<file path="config.mk">
export PLATFORM = sky130hd
export DESIGN_NAME = commit_trace_buffer
export DESIGN_NICKNAME = d
export VERILOG_FILES = /design/src/rtl/riscv_pkg.sv /design/src/rtl/trace_fifo.sv /design/src/rtl/commit_trace_buffer.sv
export SDC_FILE = /design/constraint.sdc
export NUM_CORES = 2
export LEC_CHECK = 0
export CAP_MARGIN = 10
export CORE_MARGIN = 2
export CORE_UTILIZATION = 23
export CTS_BUF_LIST = sky130_fd_sc_hd__clkbuf_2
export DETAILED_ROUTE_END_ITERATION = 6
export MAX_ROUTING_LAYER = met4
export SLEW_MARGIN = 0
export SYNTH_ARGS = -nofsm -noshare
export SYNTH_HDL_FRONTEND = slang
export SYNTH_SLANG_ARGS = --single-unit
</file>
<file path="constraint.sdc">
create_clock -name clk_i -period 23 [get_ports clk_i]
set_input_delay 3.45 -clock clk_i [delete_from_list [all_inputs] [get_ports clk_i]]
set_output_delay 3.45 -clock clk_i [all_outputs]
set_load 0.01 [all_outputs]
</file>
<file path="src/rtl/riscv_pkg.sv">
// Shared RISC-V core definitions; the trace types here describe one retired instruction
// as captured by commit_trace_buffer.
package riscv_pkg;

    localparam int XLEN = 32;

    typedef struct packed {
        logic [XLEN-1:0] pc;
        logic [XLEN-1:0] instr;
        logic [4:0]      reg_addr;
        logic [XLEN-1:0] reg_data;
        logic            mem_wrt;
        logic [XLEN-1:0] mem_addr;
        logic [XLEN-1:0] mem_data;
    } trace_entry_t;

    typedef enum logic [1:0] {
        TRACE_IDLE    = 2'd0,
        TRACE_ARMED   = 2'd1,
        TRACE_CAPTURE = 2'd2
    } trace_state_e;

endpackage

</file>
<file path="src/rtl/trace_fifo.sv">
// First-word-fall-through circular buffer of trace entries; when full it can optionally
// overwrite its oldest entry instead of refusing a push.
module trace_fifo
    import riscv_pkg::*;
#(
    parameter int DEPTH = 16
) (
    input  logic                       clk_i,
    input  logic                       rst_i,
    input  logic                       flush_i,
    input  logic                       push_i,
    input  logic                       pop_i,
    input  logic                       overwrite_oldest_i,
    input  trace_entry_t               wdata_i,
    output trace_entry_t               rdata_o,
    output logic [$clog2(DEPTH+1)-1:0] count_o,
    output logic                       full_o,
    output logic                       empty_o
);

    localparam int AW = $clog2(DEPTH);
    localparam int CW = $clog2(DEPTH + 1);

    trace_entry_t    mem_q [DEPTH];
    logic [AW-1:0]   wr_ptr_q, wr_ptr_d;
    logic [AW-1:0]   rd_ptr_q, rd_ptr_d;
    logic [CW-1:0]   count_q, count_d;
    logic            do_pop, do_push, do_overwrite;

    assign full_o  = (count_q == CW'(DEPTH));
    assign empty_o = (count_q == '0);
    assign count_o = count_q;
    assign rdata_o = mem_q[rd_ptr_q];

    // An overwrite is a push into a full buffer with no pop to make room.
    assign do_pop       = pop_i && !empty_o;
    assign do_overwrite = push_i && full_o && !do_pop && overwrite_oldest_i;
    assign do_push      = push_i && (!full_o || do_pop || overwrite_oldest_i);

    always_comb begin
        wr_ptr_d = wr_ptr_q;
        rd_ptr_d = rd_ptr_q;
        count_d  = count_q;
        if (flush_i) begin
            wr_ptr_d = '0;
            rd_ptr_d = '0;
            count_d  = '0;
        end else begin
            if (do_push) begin
                wr_ptr_d = wr_ptr_q + AW'(1);
            end
            if (do_pop || do_overwrite) begin
                rd_ptr_d = rd_ptr_q + AW'(1);
            end
            if (do_push && !do_overwrite && !do_pop) begin
                count_d = count_q + CW'(1);
            end else if (do_pop && !do_push) begin
                count_d = count_q - CW'(1);
            end
        end
    end

    always_ff @(posedge clk_i) begin
        if (rst_i) begin
            wr_ptr_q <= '0;
            rd_ptr_q <= '0;
            count_q  <= '0;
        end else begin
            wr_ptr_q <= wr_ptr_d;
            rd_ptr_q <= rd_ptr_d;
            count_q  <= count_d;
        end
    end

    always_ff @(posedge clk_i) begin
        if (do_push && !flush_i && !rst_i) begin
            mem_q[wr_ptr_q] <= wdata_i;
        end
    end

endmodule

</file>
<file path="src/rtl/commit_trace_buffer.sv">
// Retirement trace capture: arm/trigger/stop control, drop accounting and a drain port
// in front of a trace_fifo.
module commit_trace_buffer
    import riscv_pkg::*;
#(
    parameter int DEPTH  = 16,
    parameter int DROP_W = 16
) (
    input  logic                       clk_i,
    input  logic                       rst_i,
    input  logic                       update_i,
    input  logic [XLEN-1:0]            pc_i,
    input  logic [XLEN-1:0]            instr_i,
    input  logic [4:0]                 reg_addr_i,
    input  logic [XLEN-1:0]            reg_data_i,
    input  logic                       mem_wrt_i,
    input  logic [XLEN-1:0]            mem_addr_i,
    input  logic [XLEN-1:0]            mem_data_i,
    input  logic                       arm_i,
    input  logic                       stop_i,
    input  logic                       trig_en_i,
    input  logic [XLEN-1:0]            trig_pc_i,
    input  logic                       wrap_mode_i,
    output logic                       rd_valid_o,
    input  logic                       rd_ready_i,
    output trace_entry_t               rd_entry_o,
    output logic [$clog2(DEPTH+1)-1:0] count_o,
    output logic [DROP_W-1:0]          drop_cnt_o,
    output logic [1:0]                 state_o
);

    trace_state_e      state_q, state_d;
    logic [DROP_W-1:0] drop_q, drop_d;
    logic              trig_hit, push_req, pop, fifo_full, fifo_empty, drop_event;
    trace_entry_t      wr_entry;

    assign wr_entry = '{pc: pc_i, instr: instr_i, reg_addr: reg_addr_i, reg_data: reg_data_i,
                        mem_wrt: mem_wrt_i, mem_addr: mem_addr_i, mem_data: mem_data_i};

    assign trig_hit   = !trig_en_i || (pc_i == trig_pc_i);
    assign rd_valid_o = !fifo_empty;
    assign pop        = rd_valid_o && rd_ready_i;

    // arm_i flushes and re-arms regardless of state, so it masks any coincident push.
    always_comb begin
        state_d  = state_q;
        push_req = 1'b0;
        if (arm_i) begin
            state_d = TRACE_ARMED;
        end else begin
            unique case (state_q)
                TRACE_IDLE: begin
                    state_d = TRACE_IDLE;
                end
                TRACE_ARMED: begin
                    if (stop_i) begin
                        state_d = TRACE_IDLE;
                    end else if (update_i && trig_hit) begin
                        state_d  = TRACE_CAPTURE;
                        push_req = 1'b1;
                    end
                end
                TRACE_CAPTURE: begin
                    push_req = update_i;
                    if (stop_i) begin
                        state_d = TRACE_IDLE;
                    end
                end
                default: state_d = TRACE_IDLE;
            endcase
        end
    end

    // Both full-buffer policies lose one commit when nothing is popped: either the
    // new entry or the oldest one.
    assign drop_event = push_req && fifo_full && !pop;

    always_comb begin
        drop_d = drop_q;
        if (arm_i) begin
            drop_d = '0;
        end else if (drop_event && (drop_q != '1)) begin
            drop_d = drop_q + DROP_W'(1);
        end
    end

    always_ff @(posedge clk_i) begin
        if (rst_i) begin
            state_q <= TRACE_IDLE;
            drop_q  <= '0;
        end else begin
            state_q <= state_d;
            drop_q  <= drop_d;
        end
    end

    trace_fifo #(.DEPTH(DEPTH)) u_fifo (
        .clk_i              (clk_i),
        .rst_i              (rst_i),
        .flush_i            (arm_i),
        .push_i             (push_req),
        .pop_i              (pop),
        .overwrite_oldest_i (wrap_mode_i),
        .wdata_i            (wr_entry),
        .rdata_o            (rd_entry_o),
        .count_o            (count_o),
        .full_o             (fifo_full),
        .empty_o            (fifo_empty)
    );

    assign drop_cnt_o = drop_q;
    assign state_o    = state_q;

endmodule

</file>
==> images/util_map.png <==
Bar = 200 um. The die is cut into 33 by 33 equal tiles; white is low, dark blue is high, 0 to 100% covered.
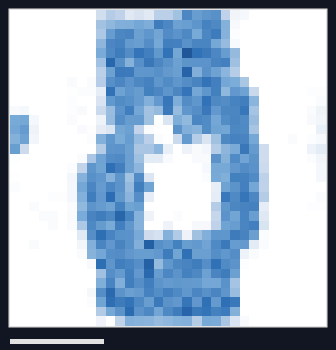
The densest ninth of the die: top middle. The fullest tile reaches 84%. The emptiest ninth of the die: top left.

==> images/port_trees.png <==
Bar = 200 um.
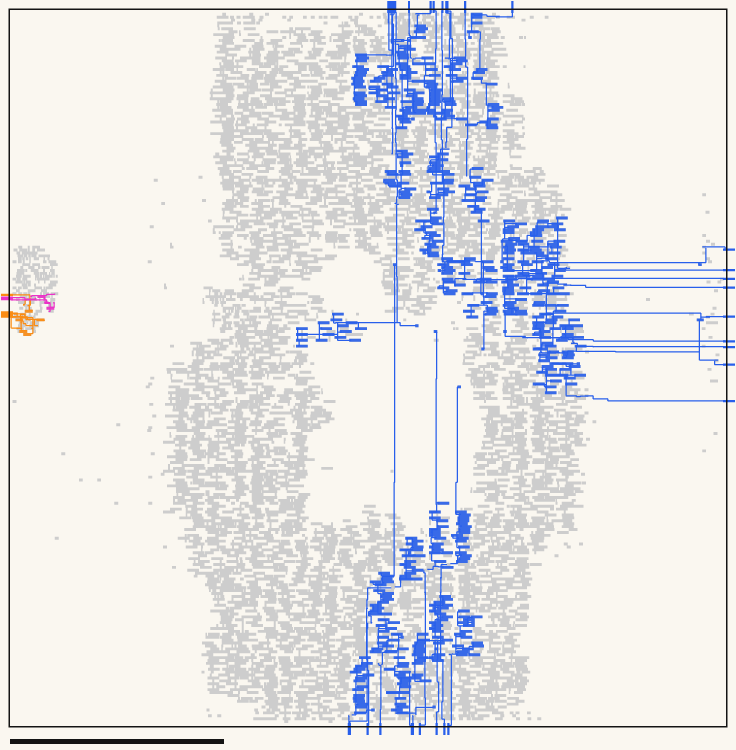
Key: `state_o` = magenta [direction output, edge left, end cells 2, buffers 2, wire 124 um]; `count_o` = orange [direction output, edge left, end cells 5, buffers 5, wire 256 um]; `pc_i` = blue [direction input, edge 13 top, 10 bottom, 9 right, end cells 544, buffers 32, wire 9050 um]

==> results.ini <==
[status]
outcome = complete, no violations

[sta]
tightest_slew_ns = 1.245
skew_ns = 0.1595
finalHoldViolCount = 0
rsz0062_at_grt = no
slew_headroom_pct = 17.01
fin_setup_tns_ns = 0
maxSlewViolCount = 0
setup_viol = 0
layout_min_cycle_time_ns = 10.72
worst_slack_ns = 12.28
period_used_pct = 46.61
hold_slack_ns = 0.4916

[finish]
buffers_excl_clock = 480
lay_top_count = edfxtp_1
inv_count = 11
largest_class = flip-flops and latches
nFillCells = 43731
fin_util_pct = 27.01
drive_above_1_share_pct = 34.85
logic_area_um2 = 20530
final_area_um2 = 119200
nFlopsAndLatches = 2691
clk_share_pct = 4.878
final_cells = 11370
max_flop_register = u_fifo.mem_q
layout_top_cells = edfxtp_1 (2656), clkbuf_2 (882), mux4_2 (807)
area_growth_syn_to_layout_pct = 17.14
nNetsFinal = 5168
n_antenna_cell = 60
buf_share_pct = 3.994
clock_buffers = 882
sh_seq_area_pct = 67.54
seqCellArea_um2 = 80470

[floorplanning]
die_w_um = 669.0
die-area_um2 = 447600
n_tap_cell = 5904
die_y_um = 669.0
std_cell_rows = 244
fp_util_pct = 23.06
core_um2 = 441100

[detailed_routing]
wl_met2_um = 131500
vias = 47134
first_iter_violations = 3647
firstDrtPassIters = 5
wl_um = 265800
post_drt_wl_per_cell_um = 23.38
top_layer = met4
drc_errors = 0
avgViaCountPerCell = 4.145
wl_met3_um = 20100

[global_route]
grt_pass1_vias = 50327
grt_util_all_layers_pct = 11.86
grt_max_degree = 133
grt.overflow.total = 0
antenna_found_initial = 116

[clock_tree]
clkTransAtPathRegs_ns = 0.09
cts_buffers = 642
cts_root_buf = clkbuf_2
clockBufferDepth = 4
cts_tree = built
h-tree-depth = 6
clock_sinks = 2691
cts_resized = 0
postCtsHoldBufs = 0

[placement]
port_buffers = 395
post_dp_cell_area_um2 = 113200
dp.cells = 10210
place.gp.congestion = 0.7273
place_ws_ns = 11.88
hpwl_um = 151400

[synthesis]
mux_area_share_pct = 18.13
top_cell = edfxtp_1
synthCells = 4026
ys.flops = 2691
top_area_cell = edfxtp_1
ys_seq_share_pct = 79.10
ys_sh_simple_pct = 0.8364
yosysUniqueCellTypes = 56
fp_nets = 4244
synthTopCellsByArea = edfxtp_1 (78%), mux4_2 (18%), dfxtp_1 (0.69%)
yosys-stat-area_um2 = 101700
topCombFamilyByArea = multiplexers
top_area_share_pct = 78.41
ys_sh_aoi_pct = 0.5781
yosys-top-cells-count = edfxtp_1 (2656), mux4_2 (807), clkbuf_1 (101)
synth-edff-count = 2656
ff_type = edfxtp_1
synth_area_um2 = 101700
yosys_warnings = 0
ys_sh_adder_pct = 0.1550

[setup_path]
end_kind = output port
r2r_setup_slack_ns = 17.26
crit_chain = buf_12 -> buf_4 -> buf_4 -> mux4_2 -> mux4_2 -> clkdlybuf4s50_1
max_stage_delay_ns = 0.88
rr_worst_depth = 11
cp_data_required_time_ns = 19.55
reg2reg_from = state_o[0]
crit_arrival_ns = 7.27
r2r-end = u_fifo.mem_q[2][25]
slowest_stage = buf_4
start_kind = register
crit_type = register to output port
crit_buf_inv = 4
cp.depth = 6
cp-endpoint = rd_entry_o[159]

[power_and_ir_drop]
peakVddDrop_mv = 0.04443
power.group.top = sequential cells
p_comb_share_pct = 2.1
powerComb_w = 0.000179
p_leak_nw = 35.22
p_clk_share_pct = 35.7
powerDensity_nw_per_um2 = 72.52
p_int_w = 0.006671
seq-power_w = 0.00538
seq_power_share_pct = 62.2
p_clk_w = 0.00308
p_sw_w = 0.001970

[min_path]
hp-class = register to register

[job]
warnings = 59
maxCapViolCount = 0

## layer usage
layer / up-vias / track usage [%]
met5: - / -
met4: 0 / 3.060
met3: 434 / 3.550
met2: 1550 / 19.39
met1: 25246 / 14.32
li1: 19904 / -
## worst min-delay path by stage
stage                       start  endpoint  cells after the start
6_report       u_fifo.rd_ptr_q[3]  register                      2
5_1_grt        u_fifo.rd_ptr_q[2]  register                      2
4_1_cts        u_fifo.rd_ptr_q[2]  register                      2
3_5_place_dp   u_fifo.rd_ptr_q[3]  register                      2
3_3_place_gp   u_fifo.rd_ptr_q[3]  register                      2
2_1_floorplan  u_fifo.rd_ptr_q[3]  register                      2
